### config.mk
export PLATFORM = sky130hd
export DESIGN_NAME = uart_byte_rx
export DESIGN_NICKNAME = d
export VERILOG_FILES = /design/src/rtl/uart_byte_rx.sv
export SDC_FILE = /design/constraint.sdc
export NUM_CORES = 1
export LEC_CHECK = 0
export CORE_ASPECT_RATIO = 1.25
export CORE_MARGIN = 3
export CORE_UTILIZATION = 59
export CTS_BUF_LIST = sky130_fd_sc_hd__clkbuf_2
export CTS_CLUSTER_DIAMETER = 120
export DETAILED_ROUTE_END_ITERATION = 8
export GPL_TIMING_DRIVEN = 0
export PLACE_DENSITY = 0.81
export SLEW_MARGIN = 10
export SYNTH_ARGS = -nofsm -noshare
export SYNTH_HDL_FRONTEND = slang
export SYNTH_SLANG_ARGS = --single-unit
### constraint.sdc
create_clock -name clk -period 3.9 [get_ports clk]
set_clock_uncertainty 0.1 [all_clocks]
set_input_delay 0.78 -clock clk [delete_from_list [all_inputs] [get_ports clk]]
set_output_delay 0.78 -clock clk [all_outputs]
set_load 0.01 [all_outputs]
### src/rtl/uart_byte_rx.sv
// rtl/uart_byte_rx.sv - 8N1 UART byte receiver with valid/ack hand-off, framing and overrun pulses
// Optional 2-of-3 bit vote around mid-bit: define UART_RX_MAJORITY_EN.
module uart_byte_rx #(
  parameter int unsigned CYCLES_PER_BIT = 10417,
  parameter int unsigned HALF_BIT       = CYCLES_PER_BIT / 2,
  parameter int unsigned SAMPLE_OFFSET  = CYCLES_PER_BIT / 16
) (
  input  logic       clk,
  input  logic       rst,
  input  logic       Rxd,
  input  logic       rx_ack,
  output logic [7:0] rx_data,
  output logic       rx_valid,
  output logic       frame_err,
  output logic       overrun,
  output logic       busy
);

  typedef enum logic [2:0] {IDLE, START, DATA, STOP, BREAK} state_t;

  localparam logic [13:0] BIT_RELOAD  = 14'(CYCLES_PER_BIT - 1);
  localparam logic [13:0] HALF_RELOAD = 14'(HALF_BIT - 1);

  state_t      state_q;
  logic        sync1_q, rxs_q, rxs_prev_q;
  logic [13:0] timer_q;
  logic [2:0]  idx_q;
  logic [7:0]  shift_q, data_q;
  logic        valid_q, ferr_q, ovr_q;
  logic        mid_w, decide_w, bit_w;

  assign mid_w = (timer_q == 14'd0);

`ifdef UART_RX_MAJORITY_EN
  localparam logic [13:0] EARLY_AT  = 14'(SAMPLE_OFFSET);
  localparam logic [13:0] DECIDE_AT = 14'(CYCLES_PER_BIT - SAMPLE_OFFSET);

  logic early_q, center_q, pend_q;

  // The timer keeps running from the nominal mid-bit, so the late decision never shifts later bits.
  assign decide_w = pend_q && (timer_q == DECIDE_AT);
  assign bit_w    = (early_q & center_q) | (early_q & rxs_q) | (center_q & rxs_q);

  always_ff @(posedge clk or negedge rst) begin
    if (!rst) begin
      early_q  <= 1'b1;
      center_q <= 1'b1;
      pend_q   <= 1'b0;
    end else if (state_q inside {START, DATA, STOP}) begin
      if (timer_q == EARLY_AT) early_q <= rxs_q;
      if (mid_w) begin
        center_q <= rxs_q;
        pend_q   <= 1'b1;
      end else if (decide_w) begin
        pend_q <= 1'b0;
      end
    end else begin
      pend_q <= 1'b0;
    end
  end
`else
  assign decide_w = mid_w;
  assign bit_w    = rxs_q;
`endif

  always_ff @(posedge clk or negedge rst) begin
    if (!rst) begin
      state_q    <= IDLE;
      sync1_q    <= 1'b1;
      rxs_q      <= 1'b1;
      rxs_prev_q <= 1'b1;
      timer_q    <= 14'd0;
      idx_q      <= 3'd0;
      shift_q    <= 8'h00;
      data_q     <= 8'h00;
      valid_q    <= 1'b0;
      ferr_q     <= 1'b0;
      ovr_q      <= 1'b0;
    end else begin
      sync1_q    <= Rxd;
      rxs_q      <= sync1_q;
      rxs_prev_q <= rxs_q;
      ferr_q     <= 1'b0;
      ovr_q      <= 1'b0;
      if (valid_q && rx_ack) valid_q <= 1'b0;
      if (state_q inside {START, DATA, STOP})
        timer_q <= mid_w ? BIT_RELOAD : timer_q - 14'd1;

      case (state_q)
        IDLE: begin
          if (rxs_prev_q && !rxs_q) begin
            timer_q <= HALF_RELOAD;
            state_q <= START;
          end
        end
        START: begin
          if (decide_w) begin
            if (bit_w) begin
              state_q <= IDLE;
            end else begin
              idx_q   <= 3'd0;
              state_q <= DATA;
            end
          end
        end
        DATA: begin
          if (decide_w) begin
            shift_q <= {bit_w, shift_q[7:1]};
            idx_q   <= idx_q + 3'd1;
            if (idx_q == 3'd7) state_q <= STOP;
          end
        end
        STOP: begin
          if (decide_w) begin
            if (bit_w) begin
              // A same-cycle ack frees the holding register for the new byte.
              if (!valid_q || rx_ack) begin
                data_q  <= shift_q;
                valid_q <= 1'b1;
              end else begin
                ovr_q <= 1'b1;
              end
              state_q <= IDLE;
            end else begin
              ferr_q  <= 1'b1;
              state_q <= BREAK;
            end
          end
        end
        BREAK: begin
          if (rxs_q) state_q <= IDLE;
        end
        default: state_q <= IDLE;
      endcase
    end
  end

  assign rx_data   = data_q;
  assign rx_valid  = valid_q;
  assign frame_err = ferr_q;
  assign overrun   = ovr_q;
  assign busy      = (state_q != IDLE);

endmodule

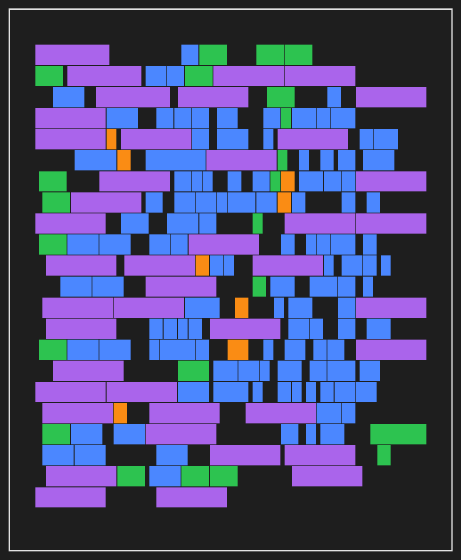
(images/cell_classes.png)
- purple: flip-flops (cells 42; share of their area 50%)
- green: other buffers and delay cells (cells 22; share of their area 9.3%)
- orange: clock drivers and dummy loads (cells 8; share of their area 1.9%)
- blue: all other logic (cells 114; share of their area 39%)
final std cell area, no fill: 0.00217 mm2
core area: 0.00303 mm2

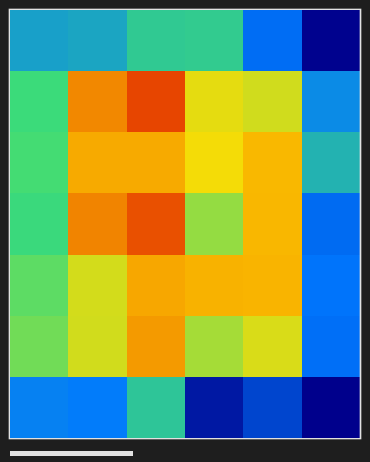
(images/density.png)
Scale bar: 20 um. 6 x 7 tiles, from dark blue (low) to red (high), 0 to 100% covered.
- tiles over 75% full: 29%
- fullest tile: 92%
- nearly empty tiles: 4.8%
- densest ninth of the die: centre

==> summary.txt <==
Reports from this run.

- The run finished with clean final reports.
- The xor-xnor portion of the synthesized cell area reads 0.0366.
- Per the GRT congestion report, total overflow comes to 0.
- The number of clock buffer instances in the layout reads 5.
- The cell count after placement reads 214.
- The startpoint kind of the worst setup timing path is a flop.
- The cell depth of the worst flop-to-flop path is 7.
- The most common cell in the synthesized netlist reads dfrtp_1.
- The routed length on met1 is about 1400 um.
- The post-place instance area reads about 0.0021 mm2.
- The fraction of met2 tracks used by global routing reads 0.332.
- The worst hold slack after final layout reads between 0.09 and 0.1 ns.
- The post-detailed-placement half-perimeter wirelength reads 2480 um.
- The number of warnings reported in the yosys synthesis log reads 0.
- After synthesis, the cell types taking the most area are dfrtp_1 (51%), mux2_2 (9.4%), dfstp_2 (4.1%).
- The global-route wire length before repair reads between 6000 and 7000 um.
- The highest clock rate this design can be run at is 0.320 GHz.
- The share of synthesized area in the top cell type comes to 0.509.
- The final routed wirelength across all metal layers is approximately 3400 um.
- The cell type with the highest aggregate area in the netlist reads dfrtp_1.
- Per the layout area report, the combinational gate area comes to roughly 800 um2.
- 0 antenna diodes ended up in the layout.
- The endpoint of the lowest-slack register-to-register path reads rx_data[6].
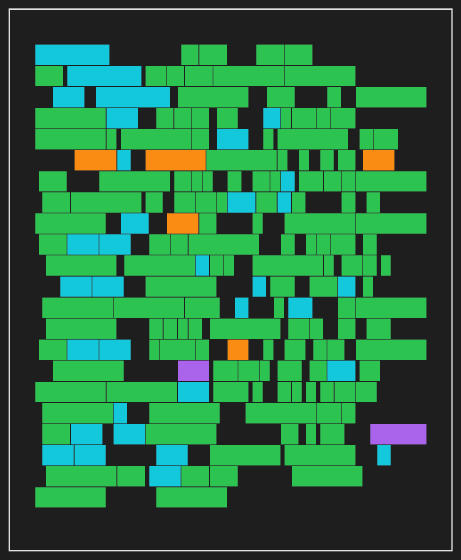
(images/drive_strength.png)
- green: drive 1 or less (cells 146)
- purple: drive 6 and up (cells 2)
- cyan: drive 2 (cells 33)
- orange: drive 3 to 4 (cells 5)
layout overhead on the synthesized area: 13.1%
post-layout worst setup margin: 0.778 ns
Non-clk bufs: 22

## sequential cells by signal, indices dropped and copies added, names as in the netlist
signal and cells:
overrun 1, frame_err 1, bit_w 1, rxs_prev_q 1, idx_q 3, rx_data 8, rx_valid 1, state_q 3
shift_q 8, sync1_q 1, timer_q 14
## where the power goes
part	internal [uW]	leakage [uW]	total (uW)	switching [uW]
Sequential	451	0.000544	467	15.9
Clock	40.9	0.0000264	179	138
Combinational	27.2	0.000376	68.3	41.1
## cells in the final DEF, fill, tap and decap left out, drive strengths merged, types with 5 or more instances in the layout
| master | instances |
|---|---|
| nor4 | 7 |
| a21oi | 5 |
| o21ai | 9 |
| mux2 | 17 |
| clkdlybuf4s50 | 14 |
| nand3 | 5 |
| clkbuf | 9 |
| inv | 7 |
| nand2 | 6 |
| nor2 | 6 |
| dfrtp | 39 |
Power is estimated from default activity; no workload was simulated.
